Fig. 1: congestion heat map
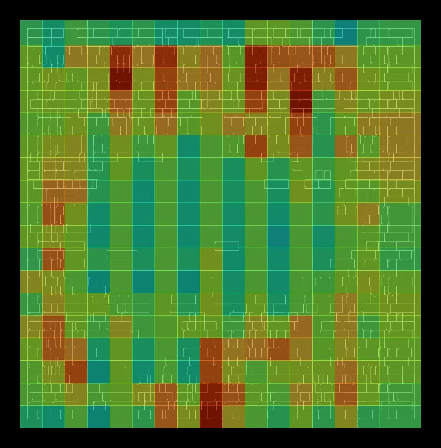
Fig. 2: where the registers sit
The bar under the picture is 20 µm long.
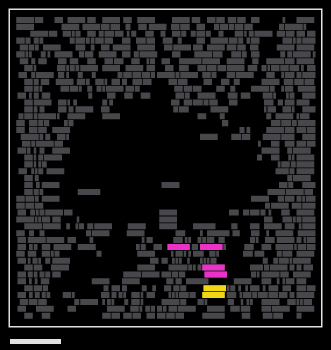
Fig. 3: cell classes on the final placement
The bar under the picture is 20 µm long.
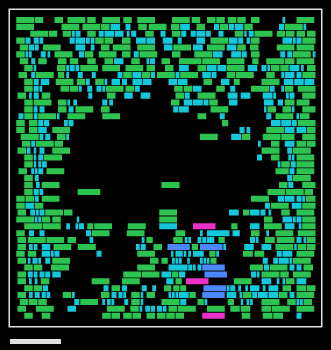
Fig. 4: gate-type map
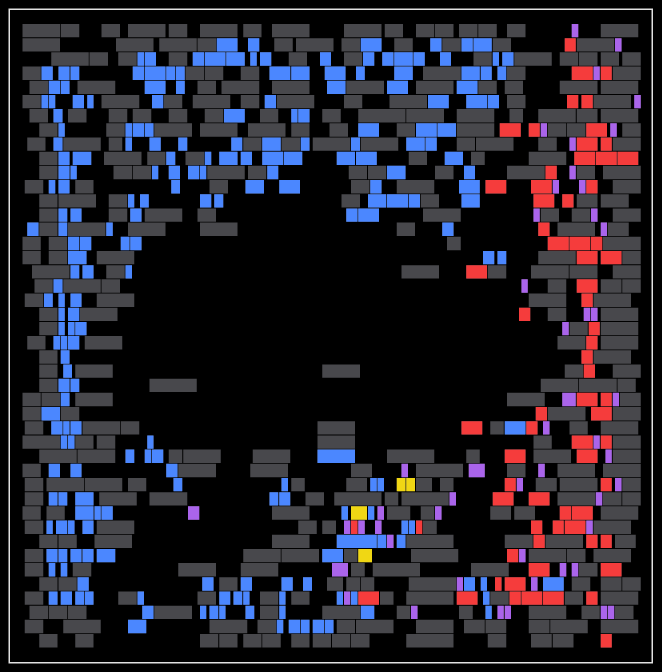
--- src/rtl/rv_pkg.sv ---
// Shared RV data-memory definitions: datapath width and the read-owner
// encoding used by the data-memory arbiter.
package rv_pkg;

    localparam int XLEN = 32;

    typedef enum logic [1:0] {
        OWN_NONE    = 2'd0,
        OWN_CORE_RD = 2'd1,
        OWN_EXT_RD  = 2'd2
    } dmem_owner_e;

endpackage

--- src/rtl/rv_dmem_arb.sv ---
// Two-port data-memory arbiter: core has priority, the external port is
// force-granted after EXT_MAX_WAIT consecutive denials.
//
// state        | meaning
// OWN_NONE     | no read response due this cycle
// OWN_CORE_RD  | memory data this cycle belongs to the core
// OWN_EXT_RD   | memory data this cycle belongs to the external port
module rv_dmem_arb
    import rv_pkg::*;
#(
    parameter int EXT_MAX_WAIT = 4
) (
    input  logic              i_arb_clk,
    input  logic              i_arb_rstn,

    input  logic              i_arb_core_req,
    input  logic              i_arb_core_wen,
    input  logic [XLEN-1:0]   i_arb_core_addr,
    input  logic [XLEN-1:0]   i_arb_core_wdata,
    input  logic [XLEN/8-1:0] i_arb_core_wstrb,
    output logic              o_arb_core_gnt,
    output logic              o_arb_core_stall,
    output logic              o_arb_core_rvalid,
    output logic [XLEN-1:0]   o_arb_core_rdata,

    input  logic              i_arb_ext_req,
    input  logic              i_arb_ext_wen,
    input  logic [XLEN-1:0]   i_arb_ext_addr,
    input  logic [XLEN-1:0]   i_arb_ext_wdata,
    input  logic [XLEN/8-1:0] i_arb_ext_wstrb,
    output logic              o_arb_ext_gnt,
    output logic              o_arb_ext_rvalid,
    output logic [XLEN-1:0]   o_arb_ext_rdata,

    output logic              o_arb_dmem_en,
    output logic              o_arb_dmem_wen,
    output logic [XLEN-1:0]   o_arb_dmem_addr,
    output logic [XLEN-1:0]   o_arb_dmem_wdata,
    output logic [XLEN/8-1:0] o_arb_dmem_wstrb,
    input  logic [XLEN-1:0]   i_arb_dmem_rdata
);

    localparam logic [3:0] MAX_WAIT = 4'(EXT_MAX_WAIT);

    dmem_owner_e owner;
    logic [3:0]  wait_cnt;
    logic        ext_force;

    // Grants are gated by reset so nothing reaches memory while it is held.
    assign ext_force        = i_arb_ext_req & (wait_cnt == MAX_WAIT);
    assign o_arb_core_gnt   = i_arb_rstn & i_arb_core_req & ~ext_force;
    assign o_arb_ext_gnt    = i_arb_rstn & i_arb_ext_req & (~i_arb_core_req | ext_force);
    assign o_arb_core_stall = i_arb_rstn & i_arb_core_req & ~o_arb_core_gnt;

    always_comb begin
        o_arb_dmem_en    = 1'b0;
        o_arb_dmem_wen   = 1'b0;
        o_arb_dmem_addr  = '0;
        o_arb_dmem_wdata = '0;
        o_arb_dmem_wstrb = '0;
        if (o_arb_core_gnt) begin
            o_arb_dmem_en    = 1'b1;
            o_arb_dmem_wen   = i_arb_core_wen;
            o_arb_dmem_addr  = i_arb_core_addr;
            o_arb_dmem_wdata = i_arb_core_wdata;
            o_arb_dmem_wstrb = i_arb_core_wstrb;
        end else if (o_arb_ext_gnt) begin
            o_arb_dmem_en    = 1'b1;
            o_arb_dmem_wen   = i_arb_ext_wen;
            o_arb_dmem_addr  = i_arb_ext_addr;
            o_arb_dmem_wdata = i_arb_ext_wdata;
            o_arb_dmem_wstrb = i_arb_ext_wstrb;
        end
    end

    always_ff @(posedge i_arb_clk or negedge i_arb_rstn) begin
        if (!i_arb_rstn) begin
            owner    <= OWN_NONE;
            wait_cnt <= '0;
        end else begin
            if (o_arb_core_gnt && !i_arb_core_wen) begin
                owner <= OWN_CORE_RD;
            end else if (o_arb_ext_gnt && !i_arb_ext_wen) begin
                owner <= OWN_EXT_RD;
            end else begin
                owner <= OWN_NONE;
            end

            // Counts consecutive denials only; a dropped request starts over.
            if (i_arb_ext_req && !o_arb_ext_gnt) begin
                if (wait_cnt != MAX_WAIT) begin
                    wait_cnt <= wait_cnt + 4'd1;
                end
            end else begin
                wait_cnt <= '0;
            end
        end
    end

    assign o_arb_core_rvalid = (owner == OWN_CORE_RD);
    assign o_arb_ext_rvalid  = (owner == OWN_EXT_RD);
    assign o_arb_core_rdata  = o_arb_core_rvalid ? i_arb_dmem_rdata : '0;
    assign o_arb_ext_rdata   = o_arb_ext_rvalid  ? i_arb_dmem_rdata : '0;

endmodule

--- config.mk ---
export PLATFORM = sky130hd
export DESIGN_NAME = rv_dmem_arb
export DESIGN_NICKNAME = d
export VERILOG_FILES = /design/src/rtl/rv_pkg.sv /design/src/rtl/rv_dmem_arb.sv
export SDC_FILE = /design/constraint.sdc
export NUM_CORES = 1
export LEC_CHECK = 0
export ABC_AREA = 1
export CAP_MARGIN = 30
export CORE_AREA = 2 2 121 123
export DETAILED_ROUTE_END_ITERATION = 8
export DIE_AREA = 0 0 123 125
export SLEW_MARGIN = 20
export SYNTH_ARGS = -nofsm -noshare
export SYNTH_HDL_FRONTEND = slang
export SYNTH_SLANG_ARGS = --single-unit
export TNS_END_PERCENT = 5
--- constraint.sdc ---
create_clock -name i_arb_clk -period 1.7 [get_ports i_arb_clk]
set_clock_uncertainty 0.2 [all_clocks]
set_input_delay 0.255 -clock i_arb_clk [delete_from_list [all_inputs] [get_ports i_arb_clk]]
set_output_delay 0.255 -clock i_arb_clk [all_outputs]
set_load 0.05 [all_outputs]
==> flow_summary.json <==
{
  "yosys_cells": 382,
  "layout.cells.most_common": "clkdlybuf4s50_1",
  "muxShareOfSynthArea_pct": 0,
  "cts.clk_slew.worst_paths_ns": 0.03,
  "setup.worst_path.class": "flop to output port",
  "yosys.stat.seqShare_pct": 8.61,
  "die-area_um2": 15400,
  "syn-mean-instance-area_um2": 4.57,
  "run_status": "complete, but fails checks",
  "violations": "negative setup slack",
  "fp-utilization_pct": 12.3,
  "cts-buffers-inserted": 3,
  "synthDominantAreaCellType": "nand2_1",
  "final-clk-cell-share_pct": 1.01,
  "power.density_nw_per_um2": 351,
  "maxPowerGroup": "combinational cells",
  "die_height_um": 125,
  "hold_buf_count_cts": 0,
  "final-setup-viol-count": 133,
  "slew_headroom_pct": 81.7,
  "timing.critical_path.to_type": "output port",
  "drt-total-wl_mm": 13.6,
  "worstMarginPinSlew_ns": 0.273,
  "antenna_violating_nets_left": 0,
  "clock.fmax_ghz": 0.472,
  "combinationalPower_w": 0.00208,
  "r2r_end": "owner[0]$_DFF_PN0_",
  "cp.required_ns": 1.24,
  "layout_setup_ws_ns": -0.420,
  "post_synth_arst_share_pct": 100,
  "floorplan.tapcells": 184,
  "drv_cap": 0,
  "share_seq_of_total_power_pct": 5.9,
  "tally_of_openroad_warnings": 30
}
-- Fig. 1 (at the start) --
final core utilization: 52.4%
fraction of met1 tracks used by global routing: 15.6%
Top Usage Layer GRT: met2
met2 Resource Use GR: 32.1%
overall fraction of global-route tracks in use: 15.8%

-- Fig. 2 (at the start) --
[yellow] owner | placed flops: 2
[magenta] wait_cnt | placed flops: 4
power attributed to sequential cells: 0.000155 W
flop share of the area: 2.02%
FF+latch area: 150 µm²

-- Fig. 3 (at the start) --
[blue] flops | cells: 6
[green] other buffers and delay cells | cells: 343
[cyan] all other logic | cells: 349
[magenta] cells driving clock nets | cells: 3
FP Rows: 44
final instance area: 7450 µm²
Std-Cell Core Area: 14,200 µm²

-- Fig. 4 (at the start) --
[purple] inverters | cells: 49
[yellow] inverting AOI/OAI gates | cells: 4 | where: south
[blue] NAND gates | cells: 224 | where: all over the die
[red] NOR gates | cells: 69 | where: a vertical strip on the right
share of cell area taken by multi-input logic gates: 28.4%
Final Instance Count excl. Fillers: 885

==> registers in the layout, summed over array words and instances (netlist names) <==
signal	flops
wait_cnt	4
owner	2
==> worst max-delay path, delay by kind of cell (launching register included) <==
| family | cells | cell delay, ns |
|---|---|---|
| buffers and inverters | 4 | 0.43 |
| and+or+nand+nor | 4 | 0.43 |
| DFF | 1 | 0.38 |
| adders and majority gates | 1 | 0.15 |
==> stage by stage <==
stage	cells	hold slack, ns	cell area [µm²]
floorplan	382	-0.241	2350
global placement	877	0.367	6810
detailed placement	877	0.388	6810
CTS	884	0.238	7280
global route	885	0.271	7450
finish	885	0.238	7450
Power and IR drop assume default switching activity.
